`src/rtl/pc_pkg.sv`:
```
// Shared types and helpers for the program-counter unit: FSM states,
// next-PC source encoding and the instruction alignment test.
package pc_pkg;

  localparam int unsigned ALIGN_BITS = 2;

  typedef enum logic [1:0] {
    BOOT = 2'd0,
    RUN  = 2'd1,
    TRAP = 2'd2
  } pc_state_t;

  typedef enum logic [2:0] {
    SEL_SEQ  = 3'd0,
    SEL_BR   = 3'd1,
    SEL_JMP  = 3'd2,
    SEL_RET  = 3'd3,
    SEL_TRAP = 3'd4
  } pc_sel_t;

  // Instructions are word aligned; any set low bit makes a redirect illegal.
  function automatic logic is_misaligned(input logic [ALIGN_BITS-1:0] addr_lo);
    return addr_lo != '0;
  endfunction

endpackage

```
`src/rtl/sumador_pc.sv`:
```
// Combinational sequential-step adder: pc + INC, wrapping modulo 2^XLEN.
module sumador_pc #(
  parameter int unsigned XLEN = 32,
  parameter int unsigned INC  = 4
) (
  input  logic [XLEN-1:0] i_pc,
  output logic [XLEN-1:0] o_pc_plus
);

  assign o_pc_plus = i_pc + XLEN'(INC);

endmodule

```
`src/rtl/unidad_pc.sv`:
```
// Program-counter unit: PC register, next-PC selection, misaligned-redirect
// detection, trap return state and cycle/retired counters.
module unidad_pc
  import pc_pkg::*;
#(
  parameter int unsigned     XLEN         = 32,
  parameter int unsigned     INC          = 4,
  parameter logic [XLEN-1:0] RESET_VECTOR = 32'h0000_0000,
  parameter logic [XLEN-1:0] TRAP_VECTOR  = 32'h0000_0100,
  parameter int unsigned     CNT_W        = 64
) (
  input  logic             clk,
  input  logic             rst,
  input  logic             stall,
  input  logic             branch_taken,
  input  logic [XLEN-1:0]  branch_target,
  input  logic             jump,
  input  logic [XLEN-1:0]  jump_target,
  input  logic             trap_req,
  input  logic             mret,
  output logic [XLEN-1:0]  pc,
  output logic [XLEN-1:0]  pc_plus,
  output logic             pc_valid,
  output logic             misalign_exc,
  output logic [XLEN-1:0]  epc,
  output logic [XLEN-1:0]  badaddr,
  output logic [CNT_W-1:0] cycle_cnt,
  output logic [CNT_W-1:0] retired_cnt
);

  pc_state_t        r_state;
  logic [XLEN-1:0]  r_pc;
  logic             r_pc_valid;
  logic             r_misalign;
  logic [XLEN-1:0]  r_epc;
  logic [XLEN-1:0]  r_badaddr;
  logic [CNT_W-1:0] r_cycle;
  logic [CNT_W-1:0] r_retired;

  logic [XLEN-1:0]  w_pc_plus;
  pc_sel_t          w_sel;
  logic [XLEN-1:0]  w_target;
  logic             w_hold;
  logic             w_misalign;

  sumador_pc #(
    .XLEN (XLEN),
    .INC  (INC)
  ) u_sumador (
    .i_pc      (r_pc),
    .o_pc_plus (w_pc_plus)
  );

  // Stall outranks every redirect source except trap_req.
  always_comb begin
    w_sel    = SEL_SEQ;
    w_target = w_pc_plus;
    if (trap_req) begin
      w_sel    = SEL_TRAP;
      w_target = TRAP_VECTOR;
    end else if (mret) begin
      w_sel    = SEL_RET;
      w_target = r_epc;
    end else if (jump) begin
      w_sel    = SEL_JMP;
      w_target = jump_target;
    end else if (branch_taken) begin
      w_sel    = SEL_BR;
      w_target = branch_target;
    end
  end

  assign w_hold     = stall && !trap_req;
  assign w_misalign = !w_hold
                   && (w_sel inside {SEL_BR, SEL_JMP, SEL_RET})
                   && is_misaligned(w_target[ALIGN_BITS-1:0]);

  always_ff @(posedge clk or posedge rst) begin
    if (rst) begin
      r_state    <= BOOT;
      r_pc       <= RESET_VECTOR;
      r_pc_valid <= 1'b0;
      r_misalign <= 1'b0;
      r_epc      <= '0;
      r_badaddr  <= '0;
      r_cycle    <= '0;
      r_retired  <= '0;
    end else begin
      r_misalign <= 1'b0;
      case (r_state)
        BOOT: begin
          r_state    <= RUN;
          r_pc_valid <= 1'b1;
        end
        RUN: begin
          r_cycle <= r_cycle + CNT_W'(1);
          if (w_sel == SEL_TRAP) begin
            r_pc       <= TRAP_VECTOR;
            r_epc      <= r_pc;
            r_state    <= TRAP;
            r_pc_valid <= 1'b0;
          end else if (w_hold) begin
            r_pc <= r_pc;
          end else if (w_misalign) begin
            r_pc       <= TRAP_VECTOR;
            r_epc      <= r_pc;
            r_badaddr  <= w_target;
            r_misalign <= 1'b1;
            r_state    <= TRAP;
            r_pc_valid <= 1'b0;
          end else begin
            r_pc      <= w_target;
            r_retired <= r_retired + CNT_W'(1);
          end
        end
        TRAP: begin
          r_state    <= RUN;
          r_pc_valid <= 1'b1;
        end
        default: begin
          r_state    <= BOOT;
          r_pc_valid <= 1'b0;
        end
      endcase
    end
  end

  assign pc           = r_pc;
  assign pc_plus      = w_pc_plus;
  assign pc_valid     = r_pc_valid;
  assign misalign_exc = r_misalign;
  assign epc          = r_epc;
  assign badaddr      = r_badaddr;
  assign cycle_cnt    = r_cycle;
  assign retired_cnt  = r_retired;

endmodule

```
`config.mk`:
```
export PLATFORM = sky130hd
export DESIGN_NAME = unidad_pc
export DESIGN_NICKNAME = d
export VERILOG_FILES = /design/src/rtl/pc_pkg.sv /design/src/rtl/sumador_pc.sv /design/src/rtl/unidad_pc.sv
export SDC_FILE = /design/constraint.sdc
export NUM_CORES = 1
export LEC_CHECK = 0
export CORE_MARGIN = 1
export CORE_UTILIZATION = 48
export DETAILED_ROUTE_END_ITERATION = 16
export PLACE_DENSITY_LB_ADDON = 0.2
export SYNTH_ARGS = -nofsm -noshare
export SYNTH_HDL_FRONTEND = slang
export SYNTH_SLANG_ARGS = --single-unit
```
`constraint.sdc`:
```
create_clock -name clk -period 11.3 [get_ports clk]
set_clock_uncertainty 0.15 [all_clocks]
set_input_delay 2.26 -clock clk [delete_from_list [all_inputs] [get_ports clk]]
set_output_delay 2.26 -clock clk [all_outputs]
set_load 0.01 [all_outputs]
```
==> run_1/metal_stack.png <==
Scale: 2 px per µm. Only two layers are drawn.
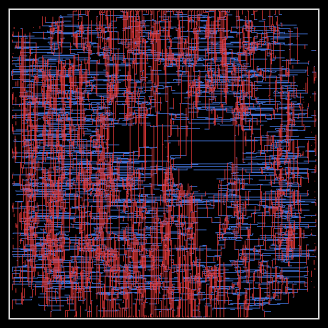
- blue: met1 (wire length 13800 µm)
- red: met2 (wire length 15900 µm)
Vias: 9651
Total Routed Length: 33600 µm
final routed wire length divided by cell count: 19.7 µm
gr usage total: 28.6%

==> run_1/registers.png <==
Scale: 4 px per µm.
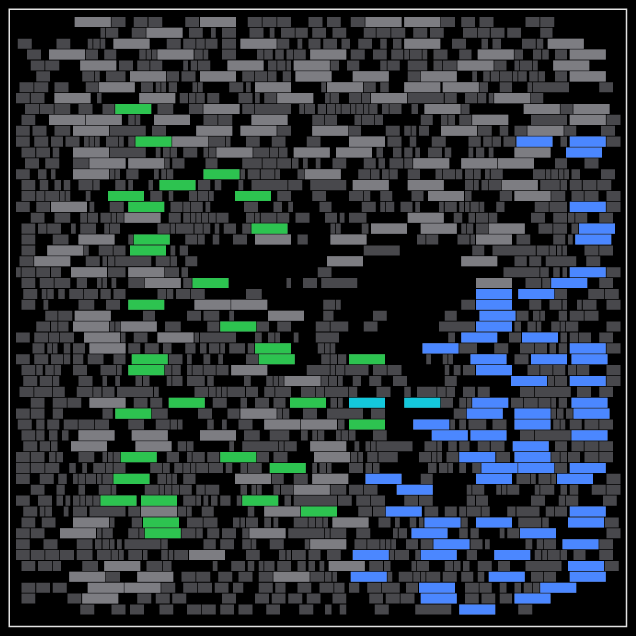
- green: pc (placed flops 32)
- blue: cycle_cnt (placed flops 64)
- cyan: r_state (placed flops 2)

==> run_1/final_placement.png <==
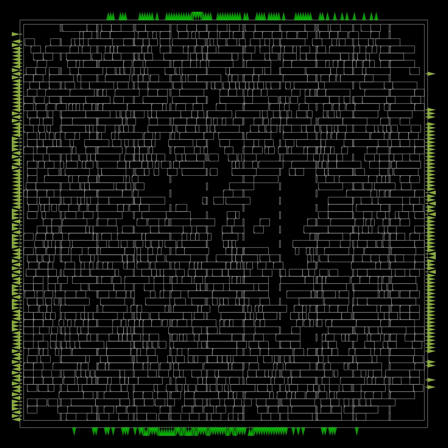
area of the core: 22600 µm²
number of sequential cells in the layout: 227
total number of placement rows: 55
tap cells: 285

==> run notes, run 1 <==
Observations from the implementation run.

Power and ir drop:
- The run puts the static leakage at between 6 and 7 nW.
- The highest supply drop recorded on VDD is around 0.11 mV.
- The run gives the power after layout as 2.45 mW.
- The run puts the power per unit of standard cell area at about 160 nW/µm².

Synth:
- Summing the areas of all fa, ha and maj instances in the mapped netlist gives less than 1% of the synthesized area.
- By area, the combinational part of the netlist is dominated by simple AND/OR/NAND/NOR gates.
- The run gives the area of the synthesized netlist per yosys stat as 11100 µm².
- Per the synth stats, the proportion of register bits with asynchronous set or reset is 100%.
- The run puts the number of flops mapped to enable cells by yosys at 0.
- The biggest area contributor in the post-synthesis netlist is sky130_fd_sc_hd__dfrtp_1.
- Of the post-synthesis cell area, the dominant cell type holds about half.
- The run puts the post-synthesis area per instance at approximately 10 µm².
- Ranked by total cell area, the synthesized netlist is headed by sky130_fd_sc_hd__dfrtp_1, sky130_fd_sc_hd__xnor2_1, sky130_fd_sc_hd__nand2_1.
- The run gives the number of unique standard cell types used by synthesis as about 66.
- The run puts the count of synthesis-stage warnings from yosys at 0.
- The run puts the sequential share of the synthesized area at between 50 and 60%.
- The run puts the cell area after synthesis at around 11000 µm².
- The run puts the number of cells in Yosys stat at about 1100.
- For reference, XOR and XNOR gates occupy between 10 and 15% of the area reported after synthesis.
- The run gives the predominant post-synthesis flop cell as sky130_fd_sc_hd__dfrtp_1.
- The run puts the number of nets in the synthesized netlist at 1157.
- The cell count after synthesis came out at between 1000 and 1500.
- The run puts the area fraction in compound gates at under 10%.
- The run gives the total of flip-flops plus latches after synthesis as about 230.
- The portion of synthesized area spent on multiplexers is 3.99%.
- The run gives the simple-gate portion of the synthesized area as about a fifth.

Clocking:
- Once the clock tree was built, the resizer swapped 0 gates to a different size.
- The run gives the count of clock tree sinks as 227.
- The run puts the clock insertion delay at the later pin of the skew report at roughly 0.53 ns.
- The run gives the register clock-pin slew on the reported worst setup and hold paths as roughly 0.060 ns.
- Per the CTS log, the root buffer master is sky130_fd_sc_hd__clkbuf_16.
- TritonCTS built the clock tree.
- The run gives the maximum clock path buffer count as 3.
- The run puts the quantity of hold-fixing buffers added after cts at 0.
- The run gives the CTS H-tree depth as 1.
- The run puts the post-CTS setup repair buffer count at 0.
- The run puts the total CTS buffers at 25.

STA:
- The critical path in the final layout is reported with a setup slack of approximately 5.3 ns.
- The run puts the minimum clock period after layout at about 6.0 ns.
- The run gives the worst hold slack as about 0.33 ns.
- The run gives the number of endpoints failing setup at the final stage as 0.
- The run puts the actual slew at the worst max-slew pin at 1.07 ns.
- The run gives the post-route fraction of the period consumed by the critical path as 52.8%.
- The run gives the total negative slack as 0 ns.
- The run puts the relative slew slack at 28.2%.
- The run puts the maximum clock rate at between 150 and 200 MHz.
- The final timing report lists a hold violation count of 0.
- Setup repair after global routing left no endpoint under its margin.
- The run puts the max-slew violation total from the final report at 0.

Placed design:
- The run gives the number of placed instances with taps included as ~1700.
- After its last routability iteration, the placer logged a weighted congestion of 0.841.
- The run gives the placement-stage worst setup slack as slightly below 5 ns.
- The run gives the number of buffers inserted by port buffering as about 330.
- The run gives the placement-stage cell area as 14600 µm².
- The run puts the post-detailed-placement half-perimeter wirelength at approximately 24000 µm.

Route:
- The run gives the tally of nets with antenna violations remaining after routing as 0.
- The run gives the vias per cell as roughly 5.7.
- Detailed routing placed a total of about 2400 µm of wire on met3.
- The run gives the initial detailed-routing violation count as around 530.
- The run puts the amount of wire on met2 after detailed routing at between 15000 and 20000 µm.
- Signal routing reaches up to met5.
- The first detailed-routing pass took 5 iterations.
- The run gives the number of DRC violations after detailed routing as 0.
- The run gives the wire length on met1 as 13800 µm.

Global route:
- The run puts the global-route wire length before repair at around 53000 µm.
- Routing resource usage on met1 recorded by global route was ~37%.
- The run gives the total global routing overflow as 0.
- The run gives the routing usage on met2 as 47.2%.
- The run gives the number of global-route vias before repair as ~9600.
- Per the GRT log, the top usage layer is met2.
- Entering global routing, the biggest net connects roughly 150 pins.
- The run gives the initial antenna violation count as 2.
- The run gives the met3 track demand over resource as around 5.8%.

Floorplan:
- The run puts the number of top-level design ports at around 330.
- The floorplan step set the die height to roughly 150 µm.
- The run gives the area of the die as 23700 µm².
- For this configuration, the core starts out at a cell density of between 40% and 50%.
- The run puts the die width at between 150 and 200 µm.

Setup path:
- The run puts the arrival time of the worst setup path at about 3.6 ns.
- The run puts the worst-case reg-to-reg path depth at 7.
- The run gives the type of the worst setup path as reg -> out.
- The run gives the category of the worst setup path launch point as a flip-flop.
- The run gives the depth of the critical timing path with buffers and inverters included as 6.
- The run puts the largest stage delay on the critical path at 0.64 ns.
- STA classifies the critical path endpoint as an output port.
- On the critical path the largest part of the delay comes from simple AND/OR/NAND/NOR gates.
- Among all stages on the critical path, the largest delay is contributed by sky130_fd_sc_hd__or4_1.
- Counting both buffers and inverters, the worst setup path holds a total of 1.
- In this run the critical path is formed by ha_1 -> nand3_1 -> or4_1 -> nor4_2 -> xor2_1 -> clkdlybuf4s50_1.
- The run gives the required time at the endpoint of the critical path as approximately 9 ns.
- In this run the worst path has a maximum fanout of 9.

Worst hold path:
- The most critical min-delay path falls under reg -> reg.
- The run gives the number of cells on the worst hold path as 2.

Final layout:
- Leaving out filler cells and counting taps, the final layout contains between 1500 and 2000.
- The run puts the final standard cell area without fillers at around 15000 µm².
- The run puts the final core area utilization at about two thirds.
- The run puts the area growth from synthesis to layout at 39.1%.
- The number of antenna diodes in the final layout is 0.
- Counting only logic cells after layout, the most numerous master is sky130_fd_sc_hd__clkdlybuf4s50_1.
- The most common logic cells in the final layout are sky130_fd_sc_hd__clkdlybuf4s50_1, sky130_fd_sc_hd__dfrtp_1, sky130_fd_sc_hd__nand2_1.
- The post-route netlist has about 7.6% of its cells at a drive strength greater than 1.
- The run gives the final net count as 1470.

Flow run:
- The report counts max-capacitance violations totalling 0.
- The run puts the number of warnings in the stage logs at 28.

Outcome:
- The run finished with clean final reports.
run 1: worst paths after layout:
kind | startpoint | endpoint | slack (ns)
max | pc[2] | pc_plus[30] | 5.33
max in group asynchronous | rst | cycle_cnt[44] | 7.13
max reg2reg | r_state[0] | retired_cnt[46] | 8.04
min in group asynchronous | rst | cycle_cnt[50] | 2.24
min reg2reg | badaddr[0] | badaddr[0] | 0.33
min | badaddr[0] | badaddr[0] | 0.33
run 1: cell families after synthesis:
logic type,Yosys count
muxes,40
adders and majority gates,3
and+or+nand+nor,433
DFF,227
buffers and inverters,78
xor gates and xnor gates,152
AOI/OAI and AO/OA,150
run 1: flip-flops by register name, indices dropped and copies added, names as in the netlist:
signal        cells
badaddr          32
cycle_cnt        64
epc              32
misalign_exc      1
pc               32
r_state           2
retired_cnt      64
run 1: final cells by class:
| class | instances | area (µm²) |
|---|---|---|
| inverter | 30 | 120 |
| clock inverter | 8 | 97.6 |
| clock buffer | 38 | 734 |
| timing repair buffer | 334 | 3320 |
| fill | 1727 | 7230 |
| tap | 285 | 357 |
| multi-input combinational | 778 | 5100 |
| sequential | 227 | 5680 |
run 1: synth_stat cells (3+ instances only):
library cell and instances:
sky130_fd_sc_hd__nor2_1 64, sky130_fd_sc_hd__nor3_1 26, sky130_fd_sc_hd__xor2_1 52, sky130_fd_sc_hd__nand4_1 47
sky130_fd_sc_hd__a22o_1 11, sky130_fd_sc_hd__inv_1 29, sky130_fd_sc_hd__clkbuf_1 31, sky130_fd_sc_hd__xnor2_1 100
sky130_fd_sc_hd__buf_4 4, sky130_fd_sc_hd__or4_1 5, sky130_fd_sc_hd__nand2b_1 4, sky130_fd_sc_hd__and3_1 21
sky130_fd_sc_hd__and4_1 15, sky130_fd_sc_hd__o31ai_1 7, sky130_fd_sc_hd__mux2_2 33, sky130_fd_sc_hd__a221oi_1 6
sky130_fd_sc_hd__or3_1 7, sky130_fd_sc_hd__mux2i_1 7, sky130_fd_sc_hd__o22ai_1 9, sky130_fd_sc_hd__o21a_1 5
sky130_fd_sc_hd__a21oi_1 30, sky130_fd_sc_hd__ha_1 3, sky130_fd_sc_hd__o21ai_0 44, sky130_fd_sc_hd__buf_2 6
sky130_fd_sc_hd__buf_1 5, sky130_fd_sc_hd__a221o_1 7, sky130_fd_sc_hd__a22oi_1 4, sky130_fd_sc_hd__or2_2 5
sky130_fd_sc_hd__nand3_1 76, sky130_fd_sc_hd__nand4_2 3, sky130_fd_sc_hd__and2_1 5, sky130_fd_sc_hd__a2bb2oi_1 5
sky130_fd_sc_hd__dfrtp_1 227, sky130_fd_sc_hd__a32oi_1 5, sky130_fd_sc_hd__nor4_1 7, sky130_fd_sc_hd__o211ai_1 5
sky130_fd_sc_hd__nand2_1 124, sky130_fd_sc_hd__nor2b_1 5
run 1: where the power goes:
| part | leakage, nW | total [mW] | switching, mW | internal, mW |
|---|---|---|---|---|
| logic | 3.17 | 0.595 | 0.279 | 0.316 |
| clock network | 0.412 | 0.818 | 0.324 | 0.494 |
| registers | 3.08 | 1.04 | 0.123 | 0.912 |
| total | 6.66 | 2.45 | 0.726 | 1.72 |
==> run 1 -> run 2 <==
Settings changed: CORE_UTILIZATION 48 to 43.
Clock period 11.3 ns to 5.3 ns, I/O delays scaled along.
==> run_2/met3.png <==
Scale: 2 px per µm.
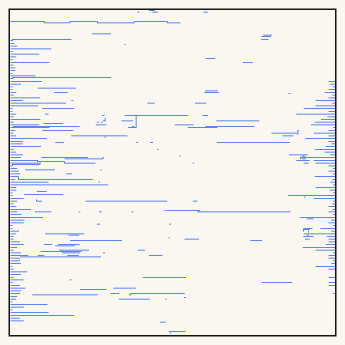
- nets with wire on the layer: 243
- longest straight run: 49.0 µm
- wire length on this layer: 2270 µm
- share of all routed wire: 6.6%
- main direction: horizontal
Vias: 9609
met3 usage: 4.76%
Total Routed Length: 34300 µm

==> run_2/registers.png <==
Scale: 4 px per µm.
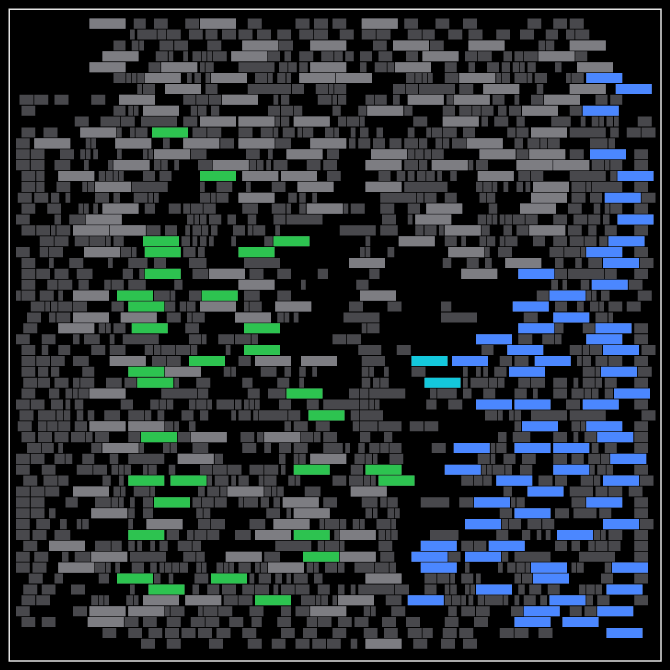
share of cell area taken by flip-flops and latches: 36.6%
reported sequential group power: 2.20 mW
final core occ: 61.5%
area used by sequential logic in the layout: 5680 µm²

==> run notes, run 2 <==
Observations from the implementation run.

Setup path:
- The largest stage delay on the critical path came to 0.63 ns (was 0.64 ns).
- The type of element capturing the critical path is an output port (unchanged).
- The run puts the worst-case reg-to-reg path depth at 6 (was 7).
- Critical path cell sequence: ha_1 -> nand3_1 -> or4_1 -> nor4_2 -> xor2_1 -> clkdlybuf4s50_1 (unchanged).
- The run gives the maximum net fanout on the critical path as 9 (unchanged).
- The category of the worst setup path launch point was a flip-flop (unchanged).
- The type of the worst setup path is reg -> out (unchanged).
- The destination of the worst register-to-register timing path is badaddr[8] (was retired_cnt[46]).
- The run gives the required time at the endpoint of the critical path as 4.09 ns (was 8.89 ns).
- The launching point of the worst reg2reg path was pc[1] (was r_state[0]).

Clocking:
- The run gives the clock insertion delay at the later pin of the skew report as 0.52 ns (was 0.53 ns).
- The run gives the post-CTS setup repair buffer count as 0 (unchanged).
- The run puts the quantity of hold-fixing buffers added after cts at 0 (unchanged).
- The count of clock tree sinks is 227 (unchanged).
- The buffer cell driving the clock tree root is sky130_fd_sc_hd__clkbuf_16 (unchanged).
- The run gives the number of gates given a new drive strength after cts as 0 (unchanged).
- The total CTS buffers came to 25 (unchanged).
- The maximum clock path buffer count came to 3 (unchanged).
- The run gives the register clock-pin slew on the reported worst setup and hold paths as 0.06 ns (about the same).
- The run gives the CTS H-tree depth as 1 (unchanged).

Route:
- The vias per cell came to 5.49 (was 5.68).
- The run puts the iteration count of the initial detailed-routing pass at 6 (was 5).
- The tally of nets with antenna violations remaining after routing was 0 (unchanged).
- The routed length per placed instance was 19.6 µm (was 19.7 µm).
- The run puts the number of DRC violations after detailed routing at 0 (unchanged).
- The run gives the initial detailed-routing violation count as 690 (was 531).

Synth:
- The cell taking the most area after synthesis is sky130_fd_sc_hd__dfrtp_1 (unchanged).
- Commonest cells post-synth: sky130_fd_sc_hd__dfrtp_1, sky130_fd_sc_hd__nand2_1, sky130_fd_sc_hd__xnor2_1, sky130_fd_sc_hd__nand3_1, sky130_fd_sc_hd__nor2_1 (unchanged).
- The run gives the number of instances in the synthesized netlist as 1083 (unchanged).
- The run puts the number of unique standard cell types used by synthesis at 66 (unchanged).
- The run gives the area of the synthesized netlist per yosys stat as 11100 µm² (unchanged).
- The post-synthesis area per instance was 10.2 µm² (unchanged).
- The predominant post-synthesis flop cell is sky130_fd_sc_hd__dfrtp_1 (unchanged).
- The run gives the cell area after synthesis as 11100 µm² (unchanged).
- The run gives the count of synthesis-stage warnings from yosys as 0 (unchanged).
- The number of nets in the synthesized netlist was 1157 (unchanged).
- The run gives the proportion of netlist area held by the largest area contributor as 51.3% (unchanged).
- The run puts the number of cells in Yosys stat at 1083 (unchanged).
- The run puts the sequential share of the synthesized area at 51.3% (unchanged).
- The run gives the fraction of registers with async set/reset as 100% (unchanged).
- The run gives the number of flops mapped to enable cells by yosys as 0 (unchanged).
- The total of flip-flops plus latches after synthesis is 227 (unchanged).
- The most common cell in the netlist is sky130_fd_sc_hd__dfrtp_1 (unchanged).

Global route:
- The run gives the total global routing overflow as 0 (unchanged).
- The run gives the number of global-route vias before repair as 9446 (was 9629).
- The run gives the global routing usage summed across all routing layers as 25.9% (was 28.6%).
- The run puts the global-route wire length before repair at 53600 µm (was 53100 µm).

STA:
- The run gives the least setup slack across all paths after layout as 0.700 ns (was 5.33 ns).
- The smallest clock period supported by the final layout is computed as around 4.6 ns.
- The run puts the number of failing hold endpoints at the final stage at 0 (unchanged).
- The run puts the relative slew slack at 32.9% (was 28.2%).
- The run puts the max-slew violation total from the final report at 0 (unchanged).
- The run puts the actual slew at the worst max-slew pin at 1.00 ns (was 1.07 ns).
- The run puts the number of endpoints failing setup at the final stage at 0 (unchanged).
- The run puts the total negative slack at 0 ns (unchanged).
- Unrepaired setup endpoints after global routing: no (unchanged).
- The run puts the maximum clock rate at 217 MHz.

Floorplan:
- The area of the die came to 26400 µm² (was 23700 µm²).
- The run puts the floorplan core density at 43.9% (was 48.9%).
- The run puts the die width at 163 µm (was 154 µm).
- The run puts the total core area at 25300 µm² (was 22600 µm²).
- The run puts the row count at 58 (was 55).
- The run puts the vertical extent of the die at 163 µm (was 154 µm).

Worst hold path:
- The destination of the worst hold path is retired_cnt[63] (was badaddr[0]).
- The kind of path behind the tightest hold check is reg -> reg (unchanged).
- The number of cells on the worst hold path is 1 (was 2).
- The launch instance of the worst min-delay path is retired_cnt[63] (was badaddr[0]).

Power and ir drop:
- The fraction of power spent switching nets was 29.8% (was 29.7%).
- The run gives the maximum VDD drop as 0.244 mV (was 0.110 mV).
- The run gives the power per unit of standard cell area as 337 nW/µm² (was 159 nW/µm²).
- The run puts the internal power component at 3.68 mW (was 1.72 mW).
- The static leakage is 6.68 nW (was 6.66 nW).
- The run puts the combinational share of power at 24.4% (was 24.3%).
- The portion of total power attributed to the clock network was 33.5% (was 33.4%).
- The run puts the portion of total power attributed to sequential cells at 42.1% (was 42.3%).

Outcome:
- Result of the run: completed (unchanged).

Placed design:
- The run gives the number of placed instances with taps included as 1704 (was 1654).
- The run puts the post-detailed-placement half-perimeter wirelength at 24800 µm (was 24100 µm).
- The run puts the placement-stage worst setup slack at 0.763 ns (was 4.88 ns).
- The run gives the global placer's final weighted congestion as 0.851 (was 0.841).

Flow run:
- The run gives the number of max-cap violations as 0 (unchanged).
- The run puts the number of warnings in the stage logs at 28 (unchanged).

Final layout:
- The run gives the final standard cell count with taps included and fillers excluded as 1749 (was 1700).
- The run gives the layout filler cell count as 2152 (was 1727).
- The number of antenna cells inserted is 0 (unchanged).
- The area growth from synthesis to layout is 40.2% (was 39.1%).
- The run gives the combinational cell area excluding buffers and inverters as 5100 µm² (unchanged).
- Dominant logic cell types in the final layout: sky130_fd_sc_hd__clkdlybuf4s50_1, sky130_fd_sc_hd__dfrtp_1, sky130_fd_sc_hd__nand2_1 (unchanged).
==> run_2/cell_classes.png <==
Scale: 1.5 px per µm.
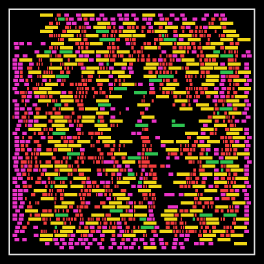
- green: clock drivers and dummy loads (cells 45; share of their area 5.5%)
- red: all other logic (cells 808; share of their area 35%)
- magenta: other buffers and delay cells (cells 339; share of their area 22%)
- yellow: flip-flops (cells 227; share of their area 38%)

-- run 2: metrics by stage --
step	cell area [µm²]	hold WS [ns]	power (mW)
floorplan	11100	0.321	2.70
finish	15500	0.319	5.23
global placement	14700	0.306	3.49
CTS	15500	0.325	5.27
global route	15500	0.356	5.46
detailed placement	14700	0.314	3.51
-- run 2: logic make-up after synthesis --
| group | after synthesis | share of synthesized area, % |
|---|---|---|
| DFF | 227 | 51.3 |
| and+or+nand+nor | 433 | 20.4 |
| muxes | 40 | 3.99 |
| adders and majority gates | 3 | 0.339 |
| buffers and inverters | 78 | 2.98 |
| AOI/OAI and AO/OA | 150 | 9.04 |
| xor gates and xnor gates | 152 | 12.0 |
-- run 2: worst max path at each step --
stage	to	slack (ns)	from	cells past startpoint
6_report	pc_plus[30]	0.70	pc[2]	6
5_1_grt	pc_plus[30]	0.46	pc[2]	6
4_1_cts	pc_plus[30]	0.67	pc[2]	6
3_5_place_dp	badaddr[13]	0.76	branch_taken	8
3_3_place_gp	badaddr[10]	0.87	branch_taken	8
2_1_floorplan	badaddr[0]	1.12	rst	1
-- run 2: layer usage --
metal / share of wire [%] / up-vias / GRT usage [%]
met5: 0 / - / 0
met4: 3.0 / 0 / 8.37
met3: 6.6 / 63 / 4.76
met2: 49 / 365 / 42.5
met1: 42 / 4718 / 34.4
li1: - / 4463 / -
-- run 2: power groups by stage --
stage,registers (mW),logic [mW],clock network [mW]
after global routing,2.23,1.37,1.86
after floorplan,2.25,0.449,0
after global placement,2.22,1.27,0
after detailed placement,2.22,1.28,0
final,2.20,1.28,1.75
after CTS,2.20,1.29,1.78
-- run 2: critical path, delay by kind of cell (launching register included) --
kind	cells	cell delay (ns)
DFF	1	0.55
and+or+nand+nor	3	1.13
xor gates and xnor gates	1	0.27
adders and majority gates	1	0.32
buffers and inverters	1	0.60
-- run 2: final cells by class --
type	count	area share, %
Tap cell	330	2.66
Sequential cell	227	36.6
Clock inverter	6	0.556
Inverter	30	0.749
Multi-Input combinational cell	778	32.9
Timing Repair Buffer	339	21.8
Clock buffer	39	4.75
Power figures rest on the tool's default switching activity, not on a simulated workload.
